<file path="config.mk">
export PLATFORM = sky130hd
export DESIGN_NAME = fetch_queue
export DESIGN_NICKNAME = d
export VERILOG_FILES = /design/src/rtl/fetch_queue.sv
export SDC_FILE = /design/constraint.sdc
export NUM_CORES = 1
export LEC_CHECK = 0
export CAP_MARGIN = 10
export CORE_MARGIN = 4
export CORE_UTILIZATION = 50
export CTS_BUF_LIST = sky130_fd_sc_hd__clkbuf_4
export DETAILED_ROUTE_END_ITERATION = 7
export HOLD_SLACK_MARGIN = 0.06
export PLACE_DENSITY = 0.77
export SYNTH_ARGS = -nofsm -noshare
export SYNTH_HDL_FRONTEND = slang
export SYNTH_SLANG_ARGS = --single-unit
</file>
<file path="constraint.sdc">
create_clock -name clk -period 3.14 [get_ports clk]
set_clock_uncertainty 0.1 [all_clocks]
set_input_delay 0.471 -clock clk [delete_from_list [all_inputs] [get_ports clk]]
set_output_delay 0.471 -clock clk [all_outputs]
set_load 0.1 [all_outputs]
</file>
<file path="src/rtl/fetch_queue.sv">
// Fetch-to-decode instruction buffer: circular FIFO of (PC, instr) pairs.
// Optional same-cycle pass-through when FETCH_QUEUE_BYPASS_EN is defined.
module fetch_queue #(
  parameter int DEPTH = 4,
  parameter int CNT_W = $clog2(DEPTH) + 1
) (
  input  logic             clk,
  input  logic             reset,
  input  logic             in_valid,
  input  logic [31:0]      in_pc,
  input  logic [31:0]      in_instr,
  output logic             in_ready,
  input  logic             flush,
  output logic             out_valid,
  output logic [31:0]      out_pc,
  output logic [31:0]      out_instr,
  input  logic             out_ready,
  output logic [CNT_W-1:0] count,
  output logic             overflow
);

  localparam int PTR_W = $clog2(DEPTH);
  localparam logic [CNT_W-1:0] FULL_CNT = CNT_W'(DEPTH);

  logic [31:0]      r_pc    [DEPTH];
  logic [31:0]      r_instr [DEPTH];
  logic [PTR_W-1:0] r_wptr;
  logic [PTR_W-1:0] r_rptr;
  logic [CNT_W-1:0] r_count;
  logic             r_overflow;

  logic w_empty;
  logic w_full;
  logic w_bypass;
  logic w_pop;
  logic w_push;
  logic w_deq;

  assign w_empty = (r_count == '0);
  assign w_full  = (r_count == FULL_CNT);

  assign in_ready = !w_full && !flush;

`ifdef FETCH_QUEUE_BYPASS_EN
  assign w_bypass  = w_empty && in_valid && !flush;
  assign out_valid = !w_empty || w_bypass;
  assign out_pc    = !w_empty ? r_pc[r_rptr] :
                     (w_bypass ? in_pc : 32'h0);
  assign out_instr = !w_empty ? r_instr[r_rptr] :
                     (w_bypass ? in_instr : 32'h0);
`else
  assign w_bypass  = 1'b0;
  assign out_valid = !w_empty;
  assign out_pc    = !w_empty ? r_pc[r_rptr] : 32'h0;
  assign out_instr = !w_empty ? r_instr[r_rptr] : 32'h0;
`endif

  // A bypassed word consumed this cycle never touches storage.
  assign w_pop  = out_valid && out_ready;
  assign w_deq  = w_pop && !w_empty;
  assign w_push = in_valid && in_ready && !(w_bypass && out_ready);

  assign count    = r_count;
  assign overflow = r_overflow;

  always_ff @(posedge clk) begin
    if (!reset && w_push) begin
      r_pc[r_wptr]    <= in_pc;
      r_instr[r_wptr] <= in_instr;
    end
  end

  always_ff @(posedge clk) begin
    if (reset) begin
      r_wptr     <= '0;
      r_rptr     <= '0;
      r_count    <= '0;
      r_overflow <= 1'b0;
    end else begin
      if (in_valid && !in_ready && !flush)
        r_overflow <= 1'b1;
      if (flush) begin
        r_wptr  <= '0;
        r_rptr  <= '0;
        r_count <= '0;
      end else begin
        if (w_push)
          r_wptr <= r_wptr + PTR_W'(1);
        if (w_deq)
          r_rptr <= r_rptr + PTR_W'(1);
        unique case ({w_push, w_deq})
          2'b10:   r_count <= r_count + CNT_W'(1);
          2'b01:   r_count <= r_count - CNT_W'(1);
          default: r_count <= r_count;
        endcase
      end
    end
  end

endmodule
</file>
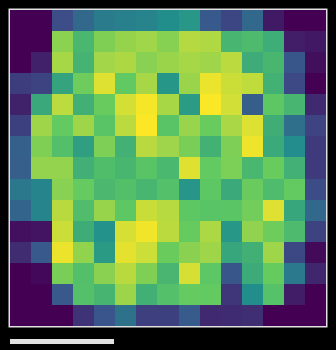
**Above:** run 1 (cell area per tile).
Bar = 50 um. 15 x 15 tiles, from dark purple (low) to yellow (high), 0 to 100% covered.
nearly empty tiles = 8.0%
mean over tiles = 57%
tiles over 75% full = 39%
fullest tile = 100%

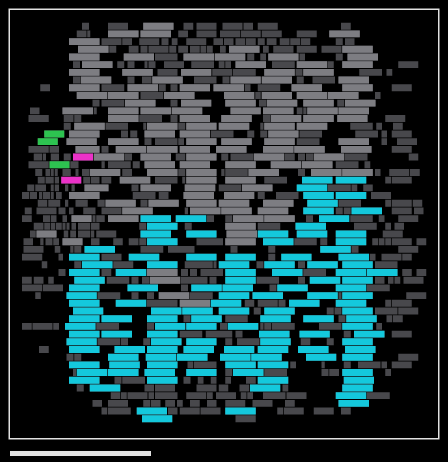
**Above:** run 1 (where the registers sit).
Bar = 50 um. Other sequential cells in the stronger grey, the rest of the logic in the fainter grey.
r_rptr -> magenta  # flops 2
r_pc -> cyan  # flops 128
count -> green  # flops 3
not coloured = 133

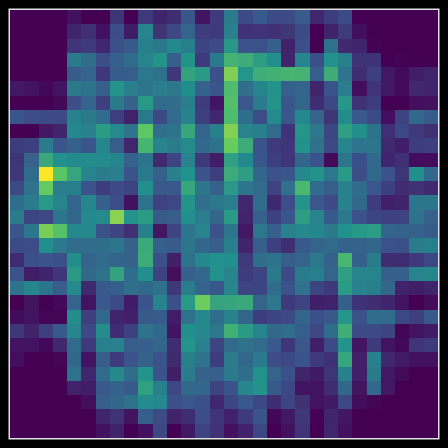
**Above:** run 1 (wire density map).
30 x 30 tiles, from dark purple (low) to yellow (high), scaled to the fullest tile. Values are wire area over tile area, all layers added.
mean over tiles = 0.13
nearly empty tiles = 13%
tiles over half the peak = 9.3%
fullest tile = 0.50

-- run 1: power by group --
group	leakage, uW	switching [uW]	internal, uW
combinational	0.00157	390	256
sequential	0.00239	10.2	3920
clock	0.000446	1180	1350
total	0.00441	1580	5520
-- run 1: sequential cells by signal, summed over array words and instances (netlist names), named ones only --
register,count
r_instr,128
count,3
r_pc,128
r_rptr,2
overflow,1
r_wptr,2
-- run 1: through the flow --
step                      hold WS, ns  TNS, ns
after global placement          0.361        0
after floorplan                 0.385  -0.0199
after detailed placement        0.382        0
after CTS                       0.296        0
final                           0.355        0
after global routing            0.301        0
-- run 1: final cells by class --
type	count	area, um^2
flip-flops and latches	266	7900
inverters	6	22.5
clock inverters	18	95.1
multi-input cells	171	2180
well taps	270	338
repair buffers	151	2190
fillers	1322	6860
diodes	2	5.00
clock buffers	87	653
==> impl_metrics.ini, run 1 <==
; physical design summary
[logic_synthesis]
synth_top_cell_by_count = edfxtp_1
ys_ff = 266
ys_seq_frac = 0.769
top_cell_area_share = 0.749
synth-main-ff-cell = edfxtp_1

[critical_path]
r2r_end = count[2]
worstPathCellList = buf_12 -> mux4_2 -> and2_1 -> buf_12

[sta]
finalSetupViolCount = 0
hold_viol = 0

[floorplanning]
rows = 52
fp_util = 0.507
die_height_um = 151

[clocking]
postCtsSetupBuffers = 2
clockRootBuffer = clkbuf_4

[drt]
wl_um = 18800

[global_routing]
grt_max_degree = 66
met3_usage = 0.0482
use_met2 = 0.284

[power_and_ir_drop]
p_leak_uw = 0.00441

[outcome]
status = completed
==> run 2: changes to the inputs <==
--- a/config.mk
+++ b/config.mk
@@ -9,9 +9,11 @@
 export CORE_MARGIN = 4
 export CORE_UTILIZATION = 50
 export CTS_BUF_LIST = sky130_fd_sc_hd__clkbuf_4
+export CTS_CLUSTER_SIZE = 25
 export DETAILED_ROUTE_END_ITERATION = 7
 export HOLD_SLACK_MARGIN = 0.06
 export PLACE_DENSITY = 0.77
+export REMOVE_ABC_BUFFERS = 1
 export SYNTH_ARGS = -nofsm -noshare
 export SYNTH_HDL_FRONTEND = slang
 export SYNTH_SLANG_ARGS = --single-unit
==> impl_metrics.ini, run 2 <==
; physical design summary
[outcome]
status = completed

[global_routing]
grt_use_total = 0.168
use_met2 = 0.278
grt_most_used_layer = met2
grt_max_degree = 66
met3_usage = 0.0491
grt_pass1_wl_um = 29200

[clocking]
htreeDepth = 2
cts_buffers = 60
cts_tree = built
clockRootBuffer = clkbuf_4
postCtsSetupBuffers = 0

[power_and_ir_drop]
comb_power_share = 0.091
pg_seq_uw = 3930
internal_power_uw = 5490
top_power_group = sequential cells
p_clk_frac = 0.354
p_leak_uw = 0.00443
p_seq_frac = 0.555
comb_cell_power_uw = 644
switchingPower_uw = 1590
switching_share = 0.225

[logic_synthesis]
ys_warn_count = 0
ys_ff = 266
top_cell_area_share = 0.749
synth-main-ff-cell = edfxtp_1
ys_seq_frac = 0.769
synthArstFlopShare = 0
synth_top_cell_by_count = edfxtp_1
yosysUniqueCellTypes = 27

[drt]
wl_um = 18700
vias_per_cell = 5.13

[critical_path]
cp_num_cells = 4
worstPathCellList = buf_12 -> mux4_2 -> and2_1 -> buf_12
r2r_end = count[2]
cp-end-kind = output pin
path_delay_family = flip-flops

[sta]
finalSetupViolCount = 0
tns_ns = 0
hold_viol = 0

[floorplanning]
fp_util = 0.507
die_height_um = 151
rows = 52
io_pins = 139

[layout]
antenna_cells = 0
nets = 737
lay_top_count = edfxtp_1
instances_no_fill = 978
area_growth_pct = 30.3

[place]
pre_cts_slack_ns = 0.488
## run 2: cell counts after synthesis
No cell type changed its count.
## run 2: logic make-up (layout without fill, tap and decap cells)
kind of cell,Yosys count,in the layout,synth area share
AOI/OAI and AO/OA,10,10,0.00573
adders and majority gates,6,6,0.00805
xor gates and xnor gates,4,4,0.00341
buffers and inverters,28,271,0.0213
DFF,266,266,0.769
and+or+nand+nor,87,87,0.0506
muxes,64,64,0.142
## run 2: layout make-up
class / count / area, um^2
timing repair buffer: 157 / 2200
inverter: 6 / 22.5
multi-input combinational: 171 / 2170
clock inverter: 17 / 63.8
clock buffer: 91 / 683
tap: 270 / 338
fill: 1326 / 6870
sequential: 266 / 7900
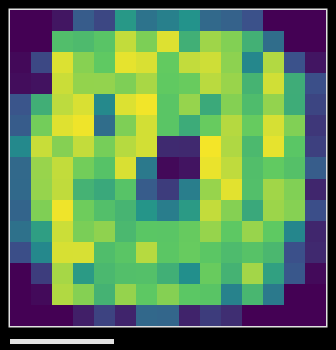
**Above:** run 2 (cell area per tile).
Bar = 50 um. 15 x 15 tiles, from dark purple (low) to yellow (high), 0 to 100% covered.
nearly empty tiles = 8.9%
tiles over 75% full = 39%
fullest tile = 99%
mean over tiles = 57%
emptiest ninth of the die = bottom right

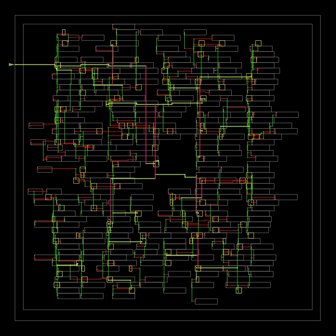
**Above:** run 2 (the clock network).
later-pin clock latency in the skew report: 0.64 ns
Clock net power: 2510 uW

Power is estimated from default activity; no workload was simulated.
